Run 1, placed standard cells:
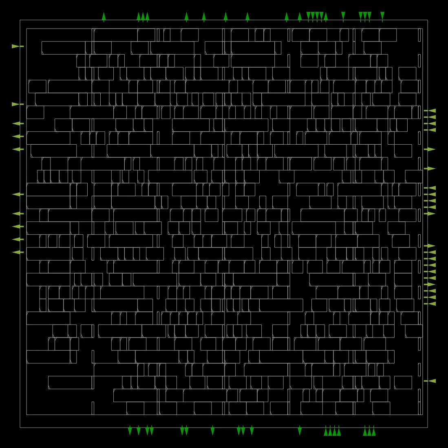
Run 1, metal layers overlaid:
Drawn at 6 px/micron. Only two layers are drawn.
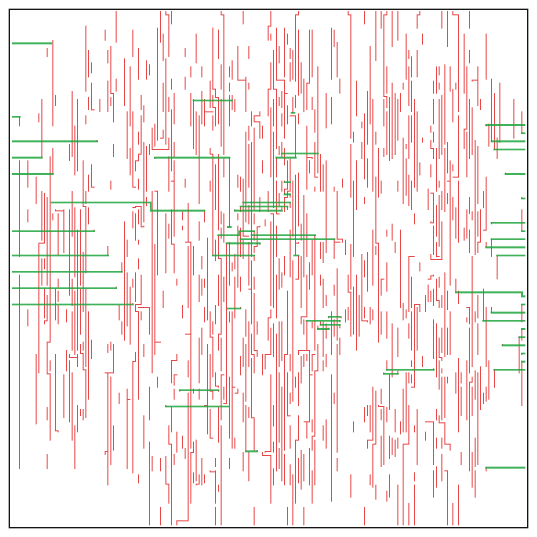
Run 1, pin placement:
Drawn at 6 px/micron. Pins as bars across the die edge, other pins in grey.
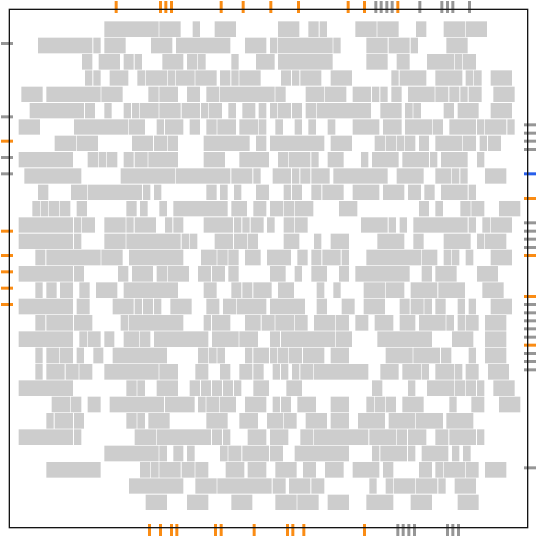
**config.mk**
```make
export PLATFORM = sky130hd
export DESIGN_NAME = cosim_reset_responder
export DESIGN_NICKNAME = d
export VERILOG_FILES = /design/src/rtl/cosim_reset_responder.sv
export SDC_FILE = /design/constraint.sdc
export NUM_CORES = 1
export LEC_CHECK = 0
export CORE_UTILIZATION = 54
export CTS_CLUSTER_SIZE = 28
export DETAILED_ROUTE_END_ITERATION = 12
export PLACE_DENSITY_LB_ADDON = 0.12
export SLEW_MARGIN = 10
export SYNTH_ARGS = -nofsm -noshare
export SYNTH_HDL_FRONTEND = slang
export SYNTH_SLANG_ARGS = --single-unit
export TNS_END_PERCENT = 50
```
**constraint.sdc**
```tcl
create_clock -name clk -period 3.9 [get_ports clk]
set_input_delay 0.39 -clock clk [delete_from_list [all_inputs] [get_ports clk]]
set_output_delay 0.39 -clock clk [all_outputs]
set_load 0.01 [all_outputs]
```
**src/rtl/cosim_reset_responder.sv**
```systemverilog
// DUT-side end of the cosim reset handshake.
// A level reset request from the testbench driver is synchronized, the core
// reset is held for a fixed number of cycles, and the request is then
// acknowledged with a four-phase req/ack handshake. While the core runs,
// a saturating cycle counter is compared against a driver-supplied limit.
module cosim_reset_responder #(
  parameter int unsigned SYNC_STAGES = 2,   // 2..4
  parameter int unsigned HOLD_CYCLES = 4,   // 1..255
  parameter int unsigned CNT_WIDTH   = 32
) (
  input  logic                 clk,
  input  logic                 rst_n,
  input  logic                 rst_req,
  output logic                 rst_ack,
  output logic                 core_rst,
  input  logic [CNT_WIDTH-1:0] run_limit,
  output logic [CNT_WIDTH-1:0] cycle_count,
  output logic                 limit_reached
);

  typedef enum logic [1:0] {
    ST_POR  = 2'd0,
    ST_HOLD = 2'd1,
    ST_ACK  = 2'd2,
    ST_RUN  = 2'd3
  } state_e;

  localparam logic [7:0]           HOLD_LAST = 8'(HOLD_CYCLES - 1);
  localparam logic [CNT_WIDTH-1:0] CNT_MAX   = '1;
  localparam logic [CNT_WIDTH-1:0] CNT_ONE   = CNT_WIDTH'(1);

  logic [SYNC_STAGES-1:0] sync_q, sync_d;
  logic                   req_s;

  state_e                 state_q, state_d;
  logic [7:0]             hold_cnt_q, hold_cnt_d;
  logic [CNT_WIDTH-1:0]   cycle_count_q, cycle_count_d;
  logic                   limit_reached_q, limit_reached_d;
  logic                   core_rst_q, core_rst_d;
  logic                   rst_ack_q, rst_ack_d;

  // Synchronizer shift: new sample enters bit 0, req_s is the oldest bit.
  always_comb begin
    sync_d = {sync_q[SYNC_STAGES-2:0], rst_req};
  end

  assign req_s = sync_q[SYNC_STAGES-1];

  // Next-state, hold/run counters, sticky limit flag and registered outputs.
  always_comb begin
    state_d         = state_q;
    hold_cnt_d      = hold_cnt_q;
    cycle_count_d   = cycle_count_q;
    limit_reached_d = limit_reached_q;

    case (state_q)
      ST_POR: begin
        hold_cnt_d = hold_cnt_q + 8'd1;
        if (hold_cnt_q == HOLD_LAST) begin
          // A request still pending after power-on skips straight to ACK.
          state_d = req_s ? ST_ACK : ST_RUN;
        end
      end
      ST_HOLD: begin
        // The hold always runs to completion, even if req_s drops meanwhile.
        hold_cnt_d = hold_cnt_q + 8'd1;
        if (hold_cnt_q == HOLD_LAST) begin
          state_d = ST_ACK;
        end
      end
      ST_ACK: begin
        if (!req_s) begin
          state_d = ST_RUN;
        end
      end
      ST_RUN: begin
        if (req_s) begin
          // A new request wins over counting, including at saturation.
          state_d         = ST_HOLD;
          hold_cnt_d      = '0;
          cycle_count_d   = '0;
          limit_reached_d = 1'b0;
        end else begin
          if (cycle_count_q != CNT_MAX) begin
            cycle_count_d = cycle_count_q + CNT_ONE;
          end
          // Compare against the next count so the flag rises on the same
          // edge the counter reaches the limit; a zero limit means unlimited.
          if ((run_limit != '0) && (cycle_count_d >= run_limit)) begin
            limit_reached_d = 1'b1;
          end
        end
      end
      default: begin
        state_d = ST_POR;
      end
    endcase

    // Outputs are registered alongside the state so they change on the same edge.
    core_rst_d = (state_d != ST_RUN);
    rst_ack_d  = (state_d == ST_ACK);
  end

  // Synchronizer flops, cleared by the asynchronous reset.
  always_ff @(posedge clk or negedge rst_n) begin
    if (!rst_n) begin
      sync_q <= '0;
    end else begin
      sync_q <= sync_d;
    end
  end

  // State, counters and output registers; rst_n forces power-on values at once.
  always_ff @(posedge clk or negedge rst_n) begin
    if (!rst_n) begin
      state_q         <= ST_POR;
      hold_cnt_q      <= '0;
      cycle_count_q   <= '0;
      limit_reached_q <= 1'b0;
      core_rst_q      <= 1'b1;
      rst_ack_q       <= 1'b0;
    end else begin
      state_q         <= state_d;
      hold_cnt_q      <= hold_cnt_d;
      cycle_count_q   <= cycle_count_d;
      limit_reached_q <= limit_reached_d;
      core_rst_q      <= core_rst_d;
      rst_ack_q       <= rst_ack_d;
    end
  end

  assign core_rst      = core_rst_q;
  assign rst_ack       = rst_ack_q;
  assign cycle_count   = cycle_count_q;
  assign limit_reached = limit_reached_q;

endmodule

```
==> flow_metrics.py, run 1 <==
# Physical implementation metrics
metrics = {
    "yosys": {
        "post_synth.cell_area_avg_sq_um": 8.02,
        "most_common_cell": "nand2_1",
        "synth_area_leader_cell": "dfrtp_1",
        "seq_area_frac_synth_pct": 30.8,
        "mappedNetlistArea_sq_mm": 0.00382,
        "top_area_cell_types": "dfrtp_1 (30%), ha_1 (11%), nand2_1 (6.0%)",
        "edf_count": 0,
        "postSynthCellCount": 477,
        "async_reset_ff_share_pct": 100,
    },
    "cts": {
        "cts_hold_buffers": 0,
        "cts.path.max_buffers": 2,
        "post-cts-setup-buffer-count": 0,
        "cts_inserted_buffers": 5,
        "worst_skew_pair.late_latency_ns": 0.30,
        "h-tree-depth": 2,
        "cts-resized-gates": 0,
    },
    "final_timing": {
        "rsz0062_at_grt": "false",
        "setup_viol": 0,
        "timing.clock.skew_ns": 0.00881,
        "fin_ws_ns": 0.300,
        "summed_negative_setup_slack_over_all_endpoints_ns": 0,
    },
    "route": {
        "met3_wirelength_microns": 373,
        "top_signal_layer_used": "met4",
        "route.detailed.vias_per_inst": 5.68,
    },
    "flow_run": {
        "cap_viol_max_count": 0,
    },
    "setup_path": {
        "worstSetupPathDepth": 13,
        "crit_path_cell_trace": "ha_1 > nand2_1 > or4_1 > nor4_4 > nor4_1 > xnor2_1 > ha_1 > a21oi_1 > nor2b_1 > o21ai_0 > nand2_1 > a211oi_1 > a211oi_1",
        "worstRegToRegCells": 13,
        "max_stage_delay_ns": 0.67,
        "path_delay_family": "simple AND/OR/NAND/NOR gates",
        "timing.critical_path.from": "cycle_count[0]",
    },
    "global_route": {
        "grt_use_met3_pct": 3.75,
        "use_met2_pct": 44.0,
        "first_global_vias": 3355,
        "grt_antenna_before_repair": 0,
    },
    "final_layout": {
        "nNonClkBuffers": 77,
        "final_cell_mix": "clkdlybuf4s50_1 (68), nand2_1 (60), dfrtp_1 (46)",
        "largestClassByArea": "combinational gates",
        "logic_gate_count": 370,
        "non_clock_buffer_area_fraction_after_layout_pct": 15.9,
        "layout.cells.most_common": "clkdlybuf4s50_1",
    },
    "power_and_ir_drop": {
        "total_sequential_power_mw": 0.656,
        "comb_cell_power_mw": 0.569,
        "largestPowerGroup": "registers",
    },
    "floorplanning": {
        "initCoreUtil_pct": 56.0,
        "design.die.area_sq_mm": 0.00742,
        "ioPinCount": 70,
    },
    "placed_design": {
        "place_hpwl_mm": 7.34,
    },
    "outcome": {
        "run_status": "completed",
    },
}
Back to the opening pictures, 'placed standard cells':
core region area: 0.00683 sq mm
utilization of the core after routing: 68.7%

Back to the opening pictures, 'metal layers overlaid':
- met2: red (wire length 4420 microns)
- met3: green (wire length 373 microns)
Avg WL per Cell: 15.1 microns
All-Layer GR Usage: 26.7%
vias after detailed routing: 3592
Final Routed Wirelength: 9.53 mm

Back to the opening pictures, 'pin placement':
- cycle_count: orange (pins 32; direction output; edge 11 bottom, 11 top, 6 left, 4 right)
- limit_reached: blue (pins 1; direction output; edge right)
die width: 86.1 microns
count of input and output buffers: 69
overall die height: 86.1 microns

## run 1: state kept, by name, indices dropped and copies added, names as in the netlist
register / count
cycle_count: 32
hold_cnt_q: 8
state_q: 2
sync_q: 2
core_rst: 1
limit_reached: 1
rst_ack: 1
## run 1: cell families (layout without fill, tap and decap cells)
family,count (synthesis),in the layout,share of synthesized area (%)
adder cells (fa/ha/maj),34,34,11.1
flip-flops,47,47,30.8
multiplexers,16,16,4.19
buffers and inverters,60,119,6.18
AND-OR/OR-AND,76,76,12.0
XOR/XNOR,32,32,7.33
AND/OR/NAND/NOR,212,212,28.3
==> inputs of run 2 (changes only) <==
--- a/config.mk
+++ b/config.mk
@@ -5,10 +5,12 @@
 export SDC_FILE = /design/constraint.sdc
 export NUM_CORES = 1
 export LEC_CHECK = 0
+export CORE_MARGIN = 3
 export CORE_UTILIZATION = 54
 export CTS_CLUSTER_SIZE = 28
 export DETAILED_ROUTE_END_ITERATION = 12
 export PLACE_DENSITY_LB_ADDON = 0.12
+export SKIP_LAST_GASP = 1
 export SLEW_MARGIN = 10
 export SYNTH_ARGS = -nofsm -noshare
 export SYNTH_HDL_FRONTEND = slang
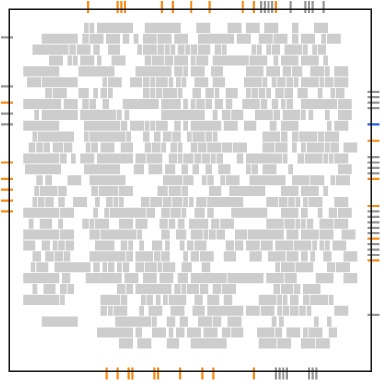
Run 2: pin placement
Drawn at 4 px/micron. Pins as bars across the die edge, other pins in grey.
- cycle_count: orange (pins 32; direction output; edge 11 top, 10 bottom, 6 left, 5 right)
- limit_reached: blue (pins 1; direction output; edge right)
overall die height: 90.1 microns
die width: 90.1 microns

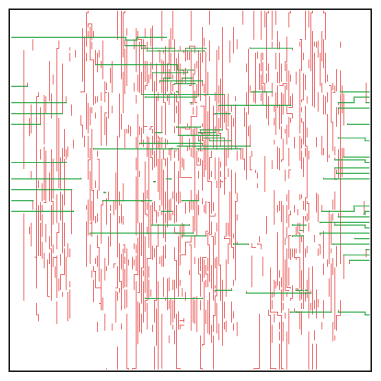
Run 2: metal layers overlaid
Drawn at 4 px/micron. Only two layers are drawn.
- met3: green (wire length 694 microns)
- met2: red (wire length 4460 microns)
Avg WL per Cell: 15.4 microns
vias after detailed routing: 3684
All-Layer GR Usage: 24.5%

==> run 2 against run 1 <==
Die area rose by 9.5%. Routed wire length rose by 2.3%. Via count rose by 2.6%. Clock skew rose by 0.0036 ns. Sequential share of layout area fell by 0.067 points. Largest power group unchanged.
==> flow_metrics.py, run 2 <==
# Physical implementation metrics
metrics = {
    "outcome": {
        "run_status": "completed",
    },
    "yosys": {
        "seq_area_frac_synth_pct": 30.8,
        "synth_area_leader_cell": "dfrtp_1",
        "async_reset_ff_share_pct": 100,
        "most_common_cell": "nand2_1",
        "yosys.area_share.adder_pct": 11.1,
        "edf_count": 0,
        "post_synth.cell_area_avg_sq_um": 8.02,
        "ys_sh_mux_pct": 4.19,
        "post_synth_ao_oa_area_fraction_pct": 12.0,
        "ys_sh_simple_pct": 28.3,
        "top_area_cell_types": "dfrtp_1 (30%), ha_1 (11%), nand2_1 (6.0%)",
        "postSynthCellCount": 477,
        "top_logic_kind": "simple AND/OR/NAND/NOR gates",
    },
    "final_layout": {
        "nNonClkBuffers": 77,
        "max_reg_flops": 32,
        "post-route-util_pct": 68.9,
        "non_clock_buffer_area_fraction_after_layout_pct": 15.9,
        "layout.cells.most_common": "clkdlybuf4s50_1",
        "logic_gate_count": 370,
    },
    "placed_design": {
        "port_buffers": 69,
    },
    "final_timing": {
        "fin_ws_ns": 0.406,
        "setup_viol": 0,
        "rsz0062_at_grt": "false",
        "summed_negative_setup_slack_over_all_endpoints_ns": 0,
    },
    "setup_path": {
        "timing.critical_path.from": "cycle_count[0]",
    },
    "route": {
        "route.detailed.vias_per_inst": 5.83,
        "met3_wirelength_microns": 694,
        "routed_wirelength_mm": 9.74,
        "top_signal_layer_used": "met4",
    },
    "cts": {
        "post-cts-setup-buffer-count": 0,
        "worst_skew_pair.late_latency_ns": 0.31,
        "cts-resized-gates": 0,
        "cts.path.max_buffers": 2,
        "h-tree-depth": 2,
        "cts_inserted_buffers": 5,
    },
    "global_route": {
        "grt_antenna_before_repair": 0,
        "use_met2_pct": 39.0,
        "first_global_vias": 3476,
    },
    "floorplanning": {
        "ioPinCount": 70,
        "initCoreUtil_pct": 56.0,
        "design.die.area_sq_mm": 0.00813,
        "core_sq_mm": 0.00683,
    },
    "power_and_ir_drop": {
        "largestPowerGroup": "registers",
        "total_sequential_power_mw": 0.656,
        "comb_cell_power_mw": 0.574,
    },
}
run 2: cell counts after synthesis:
No cell type changed its count.
run 2: critical path, stage by stage, from the launching register on:
cell and delay, ns:
dfrtp_1 0.48, ha_1 0.24, nand2_1 0.09, nor4_1 0.37, nor4bb_1 0.44, buf_4 0.23
nor3_1 0.09, xor2_1 0.18, ha_1 0.33, nand2_1 0.07, o21ai_0 0.22, a221oi_1 0.11
o211ai_1 0.24, nand3_1 0.11, a211oi_1 0.23
run 2: final timing paths:
check | end | slack [ns] | cells past startpoint
setup / recovery | limit_reached | 0.41 | 14
hold / removal | limit_reached | 0.25 | 1
setup reg to reg | limit_reached | 0.41 | 14
hold reg to reg | sync_q[1] | 0.36 | 0
max in group asynchronous | cycle_count[14] | 2.96 | 1
min in group clk | sync_q[1] | 0.36 | 0
==> inputs of run 3 (changes only) <==
--- a/config.mk
+++ b/config.mk
@@ -9,7 +9,7 @@
 export CORE_UTILIZATION = 54
 export CTS_CLUSTER_SIZE = 28
 export DETAILED_ROUTE_END_ITERATION = 12
-export PLACE_DENSITY_LB_ADDON = 0.12
+export PLACE_DENSITY = 0.88
 export SKIP_LAST_GASP = 1
 export SLEW_MARGIN = 10
 export SYNTH_ARGS = -nofsm -noshare
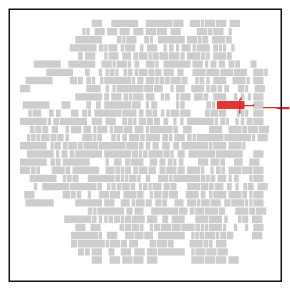
Run 3: wires at chosen ports, followed through buffers
Drawn at 3 px/micron.
- limit_reached: red (direction output; end cells 1; wire 16.3 microns)
# IOs: 70

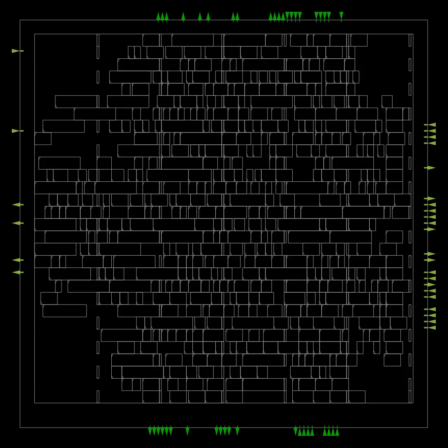
Run 3: placed standard cells
Non-Filler Instances: 629
utilization of the core after routing: 68.2%
number of placement rows: 30
sequential cell count: 47

==> run 3 against run 2 <==
Sequential share of layout area rose by 0.25 points. Flip-flop count unchanged. Setup slack lost 0.062 ns. Utilization is 0.68 points lower. Critical endpoint unchanged. Largest power group unchanged.
==> flow_metrics.py, run 3 <==
# Physical implementation metrics
metrics = {
    "power_and_ir_drop": {
        "largestPowerGroup": "registers",
        "total_sequential_power_mw": 0.654,
        "comb_cell_power_mw": 0.569,
    },
    "yosys": {
        "most_common_cell": "nand2_1",
        "post_synth_ao_oa_area_fraction_pct": 12.0,
        "top_logic_kind": "simple AND/OR/NAND/NOR gates",
        "synth_area_leader_cell": "dfrtp_1",
        "edf_count": 0,
        "seq_area_frac_synth_pct": 30.8,
        "post_synth.cell_area_avg_sq_um": 8.02,
    },
    "route": {
        "route.detailed.vias_per_inst": 5.86,
        "vias_after_detailed_routing": 3683,
        "post_drt_wl_per_cell_microns": 15.4,
        "routed_wirelength_mm": 9.67,
        "met3_wirelength_microns": 542,
        "top_signal_layer_used": "met4",
    },
    "floorplanning": {
        "initCoreUtil_pct": 56.0,
        "die_h_microns": 90.1,
    },
    "cts": {
        "h-tree-depth": 2,
        "worst_skew_pair.late_latency_ns": 0.30,
        "post-cts-setup-buffer-count": 0,
        "cts_inserted_buffers": 5,
        "cts.path.max_buffers": 2,
    },
    "final_layout": {
        "logic_gate_count": 370,
        "layout.cells.most_common": "clkdlybuf4s50_1",
        "non_clock_buffer_area_fraction_after_layout_pct": 15.5,
    },
    "setup_path": {
        "critical-path-slowest-cell": "dfrtp_1",
        "worstRegToRegCells": 12,
        "path_delay_family": "simple AND/OR/NAND/NOR gates",
        "reg2reg_setup_slack_ns": 0.34,
        "worst-path-buf-inv": 0,
    },
    "outcome": {
        "run_status": "completed",
    },
    "global_route": {
        "first_global_vias": 3352,
        "grt_antenna_before_repair": 0,
        "use_met2_pct": 39.6,
    },
}
## run 3: what timing repair did
action                     CTS  global route
hold endpoints to repair     0             0
gates resized                0             1
setup endpoints to repair    0             1
## run 3: worst max path at each step
stage | from | end | cells after the start
after detailed placement | cycle_count[0] | limit_reached | 14
after global routing | cycle_count[12] | limit_reached | 12
final | cycle_count[12] | limit_reached | 12
after global placement | cycle_count[0] | limit_reached | 11
after floorplan | cycle_count[0] | limit_reached | 12
after CTS | cycle_count[0] | limit_reached | 14
## run 3: per-stage QoR
stage	util [%]	setup WS, ns
CTS	68.1	0.404
floorplan	-	0.756
finish	68.2	0.343
detailed placement	66.8	0.429
global route	68.2	-0.0217
global placement	66.8	0.584
Power and IR drop assume default switching activity.
